===== src/rtl/ma_cvxif_offload_queue.sv =====
// CV-X-IF offload queue: claims custom-0 instructions, holds them in order until
// commit/kill, dispatches committed ones to the accelerator and returns tagged results.
module ma_cvxif_offload_queue #(
   parameter int unsigned XLEN     = 32,
   parameter int unsigned ID_WIDTH = 3,
   parameter int unsigned DEPTH    = 4,
   parameter logic [6:0]  OPCODE   = 7'b0001011
) (
   input  logic                clk_i,
   input  logic                rst_ni,
   input  logic                issue_valid_i,
   output logic                issue_ready_o,
   input  logic [31:0]         issue_instr_i,
   input  logic [ID_WIDTH-1:0] issue_id_i,
   input  logic [XLEN-1:0]     issue_rs1_i,
   input  logic [XLEN-1:0]     issue_rs2_i,
   input  logic [1:0]          issue_rs_valid_i,
   output logic                issue_accept_o,
   output logic                issue_writeback_o,
   input  logic                commit_valid_i,
   input  logic [ID_WIDTH-1:0] commit_id_i,
   input  logic                commit_kill_i,
   output logic                acc_req_valid_o,
   input  logic                acc_req_ready_i,
   output logic [31:0]         acc_req_instr_o,
   output logic [XLEN-1:0]     acc_req_rs1_o,
   output logic [XLEN-1:0]     acc_req_rs2_o,
   input  logic                acc_rsp_valid_i,
   output logic                acc_rsp_ready_o,
   input  logic [XLEN-1:0]     acc_rsp_data_i,
   output logic                result_valid_o,
   input  logic                result_ready_i,
   output logic [ID_WIDTH-1:0] result_id_o,
   output logic [XLEN-1:0]     result_data_o,
   output logic                result_we_o
);
   localparam int unsigned PTR_W  = $clog2(DEPTH);
   localparam int unsigned PTR_W1 = PTR_W + 1;

   typedef enum logic [1:0] {E_FREE, E_ISSUED, E_COMMITTED, E_KILLED} entry_state_e;

   typedef struct packed {
      logic [ID_WIDTH-1:0] id;
      logic                we;
      logic [31:0]         instr;
      logic [XLEN-1:0]     rs1;
      logic [XLEN-1:0]     rs2;
   } entry_t;

   typedef struct packed {
      logic [ID_WIDTH-1:0] id;
      logic                we;
   } tag_t;

   entry_state_e        q_state [DEPTH];
   entry_t              q_data  [DEPTH];
   logic [PTR_W:0]      q_wr, q_rd;
   tag_t                tag_mem [DEPTH];
   logic [PTR_W:0]      tag_wr, tag_rd;

   logic                q_full, tag_full, tag_empty;
   logic [PTR_W-1:0]    head;
   logic                match, operands_ok, enq;
   logic                iss_found;
   logic [PTR_W-1:0]    iss_idx;
   logic                commit_old, commit_new;
   logic                disp, pop, rsp_hs, rsp_take;
   entry_state_e        commit_state;

   assign head      = q_rd[PTR_W-1:0];
   assign q_full    = (q_wr[PTR_W] != q_rd[PTR_W]) && (q_wr[PTR_W-1:0] == q_rd[PTR_W-1:0]);
   assign tag_full  = (tag_wr[PTR_W] != tag_rd[PTR_W]) && (tag_wr[PTR_W-1:0] == tag_rd[PTR_W-1:0]);
   assign tag_empty = (tag_wr == tag_rd);

   // Issue decode: claim custom-0, stall on full queue or missing operands
   always_comb begin
      issue_ready_o     = 1'b1;
      issue_accept_o    = 1'b0;
      issue_writeback_o = 1'b0;
      match             = (issue_instr_i[6:0] == OPCODE);
      operands_ok       = (issue_rs_valid_i == 2'b11);
      if (match) begin
         issue_ready_o = !q_full && operands_ok;
         issue_accept_o = !q_full && operands_ok;
         issue_writeback_o = !q_full && operands_ok && issue_instr_i[14];
      end
      enq = issue_valid_i && issue_accept_o;
   end

   // Oldest ISSUED entry, scanning from the head in program order
   always_comb begin
      iss_found = 1'b0;
      iss_idx   = '0;
      for (int unsigned i = 0; i < DEPTH; i++) begin
         if (!iss_found && q_state[head + PTR_W'(i)] == E_ISSUED) begin
            iss_found = 1'b1;
            iss_idx   = head + PTR_W'(i);
         end
      end
   end

   always_comb begin
      commit_old   = commit_valid_i && iss_found && (q_data[iss_idx].id == commit_id_i);
      commit_new   = commit_valid_i && !iss_found && enq && (issue_id_i == commit_id_i);
      commit_state = commit_kill_i ? E_KILLED : E_COMMITTED;
   end

   assign acc_req_valid_o = (q_state[head] == E_COMMITTED) && !tag_full;
   assign acc_req_instr_o = q_data[head].instr;
   assign acc_req_rs1_o   = q_data[head].rs1;
   assign acc_req_rs2_o   = q_data[head].rs2;
   assign disp            = acc_req_valid_o && acc_req_ready_i;
   assign pop             = disp || (q_state[head] == E_KILLED);

   assign acc_rsp_ready_o = !result_valid_o || result_ready_i;
   assign rsp_hs          = acc_rsp_valid_i && acc_rsp_ready_o;
   assign rsp_take        = rsp_hs && !tag_empty;

   // Offload queue entries and pointers
   always_ff @(posedge clk_i or negedge rst_ni) begin
      if (!rst_ni) begin
         q_state <= '{default: E_FREE};
         q_data  <= '{default: '0};
         q_wr    <= '0;
         q_rd    <= '0;
      end else begin
         if (commit_old) q_state[iss_idx] <= commit_state;
         if (pop) begin
            q_state[head] <= E_FREE;
            q_rd          <= q_rd + PTR_W1'(1);
         end
         if (enq) begin
            q_state[q_wr[PTR_W-1:0]] <= commit_new ? commit_state : E_ISSUED;
            q_data[q_wr[PTR_W-1:0]]  <= '{id: issue_id_i, we: issue_instr_i[14], instr: issue_instr_i,
                                          rs1: issue_rs1_i, rs2: issue_rs2_i};
            q_wr                     <= q_wr + PTR_W1'(1);
         end
      end
   end

   // In-flight tags of dispatched, uncompleted instructions
   always_ff @(posedge clk_i or negedge rst_ni) begin
      if (!rst_ni) begin
         tag_mem <= '{default: '0};
         tag_wr  <= '0;
         tag_rd  <= '0;
      end else begin
         if (disp) begin
            tag_mem[tag_wr[PTR_W-1:0]] <= '{id: q_data[head].id, we: q_data[head].we};
            tag_wr                     <= tag_wr + PTR_W1'(1);
         end
         if (rsp_take) tag_rd <= tag_rd + PTR_W1'(1);
      end
   end

   // Result register toward CVA6
   always_ff @(posedge clk_i or negedge rst_ni) begin
      if (!rst_ni) begin
         result_valid_o <= 1'b0;
         result_id_o    <= '0;
         result_data_o  <= '0;
         result_we_o    <= 1'b0;
      end else if (rsp_take) begin
         result_valid_o <= 1'b1;
         result_id_o    <= tag_mem[tag_rd[PTR_W-1:0]].id;
         result_we_o    <= tag_mem[tag_rd[PTR_W-1:0]].we;
         result_data_o  <= acc_rsp_data_i;
      end else if (result_ready_i) begin
         result_valid_o <= 1'b0;
      end
   end

   a_rsp_has_tag: assert property (@(posedge clk_i) disable iff (!rst_ni) rsp_hs |-> !tag_empty);

endmodule

===== config.mk =====
export PLATFORM = sky130hd
export DESIGN_NAME = ma_cvxif_offload_queue
export DESIGN_NICKNAME = d
export VERILOG_FILES = /design/src/rtl/ma_cvxif_offload_queue.sv
export SDC_FILE = /design/constraint.sdc
export NUM_CORES = 1
export LEC_CHECK = 0
export CAP_MARGIN = 40
export CORE_MARGIN = 1
export CORE_UTILIZATION = 35
export DETAILED_ROUTE_END_ITERATION = 7
export SLEW_MARGIN = 20
export SYNTH_ARGS = -nofsm -noshare
export SYNTH_HDL_FRONTEND = slang
export SYNTH_SLANG_ARGS = --single-unit

===== constraint.sdc =====
create_clock -name clk_i -period 4.6 [get_ports clk_i]
set_input_delay 0.46 -clock clk_i [delete_from_list [all_inputs] [get_ports clk_i]]
set_output_delay 0.46 -clock clk_i [all_outputs]
set_load 0.01 [all_outputs]

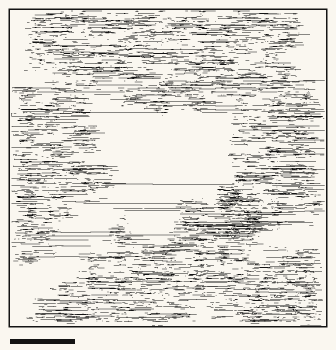
(met1 routing)
Bar = 50 um.
share of all routed wire: 43%
longest straight run: 77.3 um
wire length on this layer: 20.6 mm
nets with wire on the layer: 1627
main direction: horizontal
Vias: 12075
Post-Route WL: 47.96 mm

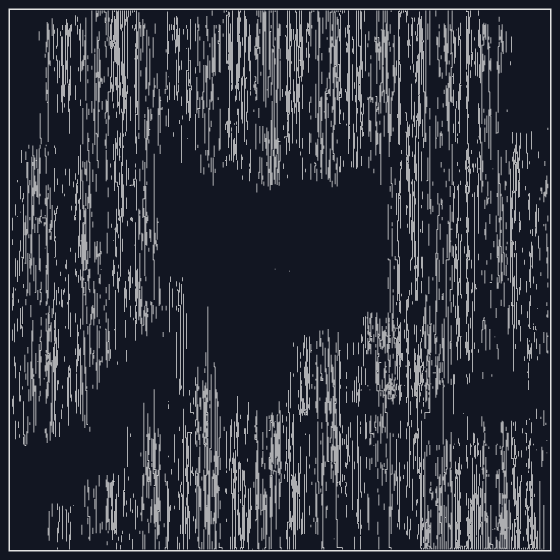
(metal 2)
nets with wire on the layer: 1656
longest straight run: 82.3 um
M2 GR Usage: 27.94%

==> impl_metrics.py <==
# Generated from Yosys and OpenROAD reports
metrics = {
    "run_status": {
        "status": "finished with violations",
        "violations": "hold timing",
    },
    "final_layout": {
        "nFillCells": 5184,
        "logic_area_um2": 8423,
        "flop_area_um2": 11740,
        "fin_cells": 2423,
        "nNetsFinal": 1773,
    },
    "synthesis": {
        "syn_area_um2": 20510,
        "synthesis.nets": 1488,
        "top_cell_area_share_pct": 57.23,
        "yosysWarnings": 0,
        "synth-main-ff-cell": "dfrtp_1",
        "synth-area-yosys_um2": 20510,
        "synth-async-reset-ratio_pct": 100.0,
        "synth_area_per_cell_um2": 15.41,
        "yosysSeqAreaShare_pct": 57.23,
        "synth-edff-count": 0,
    },
    "floorplan": {
        "ioPinCount": 282,
        "die_w_um": 244.1,
        "core_area_um2": 57810,
        "die_area_um2": 59560,
        "dieHeight_um": 244.1,
        "fp_util_pct": 35.48,
    },
    "pwr": {
        "peakVddDrop_v": 0.0002593,
        "swShare_pct": 23.66,
    },
    "sta": {
        "timing.final.crit_share_pct": 85.52,
        "max-slew-margin-rel_pct": 36.92,
        "hold_ws_ns": -0.02728,
        "finClkSkew_ns": 0.01317,
        "slew_violations": 0,
        "fin_crit_ns": 3.934,
        "tightest_slew_ns": 0.9462,
        "hold_viol_final": 12,
        "setup_ws_ns": 0.6663,
    },
    "critical_path": {
        "worstReg2RegStart": "q_rd[1]",
        "cp.arrival_ns": 3.47,
        "crit_path_max_incr_delay_ns": 0.57,
        "rrSetupSlack_ns": 1.01,
        "cp_max_fo": 39,
        "cpMaxStageDelayCell": "buf_4",
        "reg2reg_depth": 10,
        "r2r-end": "q_state[0]",
        "crit_top_cell": "buf_4",
        "path_buffers": 4,
    },
    "flow_run": {
        "cap_violations": 0,
    },
    "clocking": {
        "clock-sinks": 469,
        "cts_tree": "yes",
        "cts_resized": 0,
        "post_cts_buffers": 0,
    },
    "route": {
        "antenna_left": 0,
        "via_per_inst": 4.983,
        "drt-wirelength-per-cell_um": 19.79,
        "drtIter0Drc": 508,
    },
    "global_routing": {
        "grt.overflow.total": 0,
    },
    "placement": {
        "place_hpwl_mm": 30.39,
    },
}
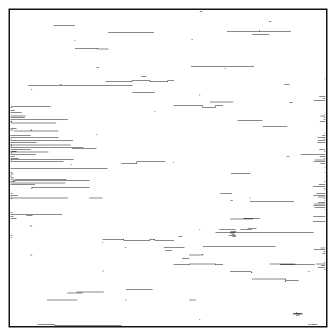
(metal 3)
wire length on this layer: 2390 um
nets with wire on the layer: 131
M3 GR Usage: 3.885%

worst max path at each step:
stage	startpoint	end	slack, ns	depth (start not counted)
floorplan	q_rd[0]	q_state[0]	1.55	13
global placement	q_rd[1]	q_state[0]	1.06	10
detailed placement	q_rd[1]	q_state[0]	0.99	10
CTS	q_rd[1]	acc_req_rs2_o[26]	0.51	5
global route	q_rd[1]	acc_req_rs1_o[25]	0.46	5
finish	q_rd[1]	acc_req_rs1_o[25]	0.67	5
power by group through the flow:
stage | registers (mW) | clock network (mW) | logic [mW]
after global routing | 4.43 | 4.57 | 1.21
after global placement | 4.48 | 0 | 1.10
after floorplan | 4.51 | 0 | 0.425
after CTS | 4.41 | 4.41 | 1.14
final | 4.41 | 4.26 | 1.11
after detailed placement | 4.49 | 0 | 1.13
logic make-up (layout without fill, tap and decap cells):
logic type	count (synthesis)	count (layout)	share of synthesized area (%)
multiplexers	505	505	33.54
AND-OR/OR-AND	33	33	1.190
adder cells (fa/ha/maj)	13	13	0.7932
flip-flops	469	469	57.23
AND/OR/NAND/NOR	197	197	4.417
other	0	4	0
XOR/XNOR	23	23	0.9823
buffers and inverters	91	414	1.843
metal layers:
layer | up-vias | global-route usage [%] | wire, um
met5 | - | 0 | 0
met4 | 0 | 4.982 | 970
met3 | 57 | 3.885 | 2389
met2 | 229 | 27.94 | 23950
met1 | 6386 | 20.92 | 20640
li1 | 5403 | - | -
flip-flops by register name, summed over array words and instances (netlist names):
register        flops
q_data            396
q_rd                3
q_state             8
q_wr                3
result_data_o      32
result_id_o         3
result_valid_o      1
result_we_o         1
tag_mem            16
tag_rd              3
tag_wr              3
layout by cell type, fill, tap and decap left out, types with 8 or more instances in the layout:
master / netlist / layout
and2_1: 21 / 21
buf_4: 1 / 18
clkbuf_1: 26 / 11
clkbuf_16: 0 / 55
clkbuf_8: 0 / 16
clkdlybuf4s50_1: 0 / 280
dfrtp_1: 469 / 467
ha_1: 13 / 13
inv_1: 9 / 9
mux2_2: 388 / 388
mux2i_1: 10 / 10
mux4_2: 107 / 107
nand2_1: 135 / 131
nand2b_1: 14 / 14
o21ai_0: 8 / 8
xnor2_1: 15 / 15
xor2_1: 8 / 8
final cells by class:
type | instances | share of cell area (%)
Multi-Input combinational cell | 771 | 32.19
Tap cell | 765 | 3.658
Clock buffer | 82 | 6.259
Timing Repair Buffer | 310 | 12.27
Antenna cell | 4 | 0.03825
Inverter | 11 | 0.1578
Sequential cell | 469 | 44.88
Clock inverter | 11 | 0.5451
metrics by stage:
| stage | area, um^2 | hold WS (ns) |
|---|---|---|
| after floorplan | 20510 | 0.1644 |
| after global placement | 24200 | 0.4454 |
| after detailed placement | 24350 | 0.4477 |
| after CTS | 26130 | 0.0003721 |
| after global routing | 26160 | 0.02713 |
| final | 26170 | -0.02728 |
Power and IR drop assume default switching activity.
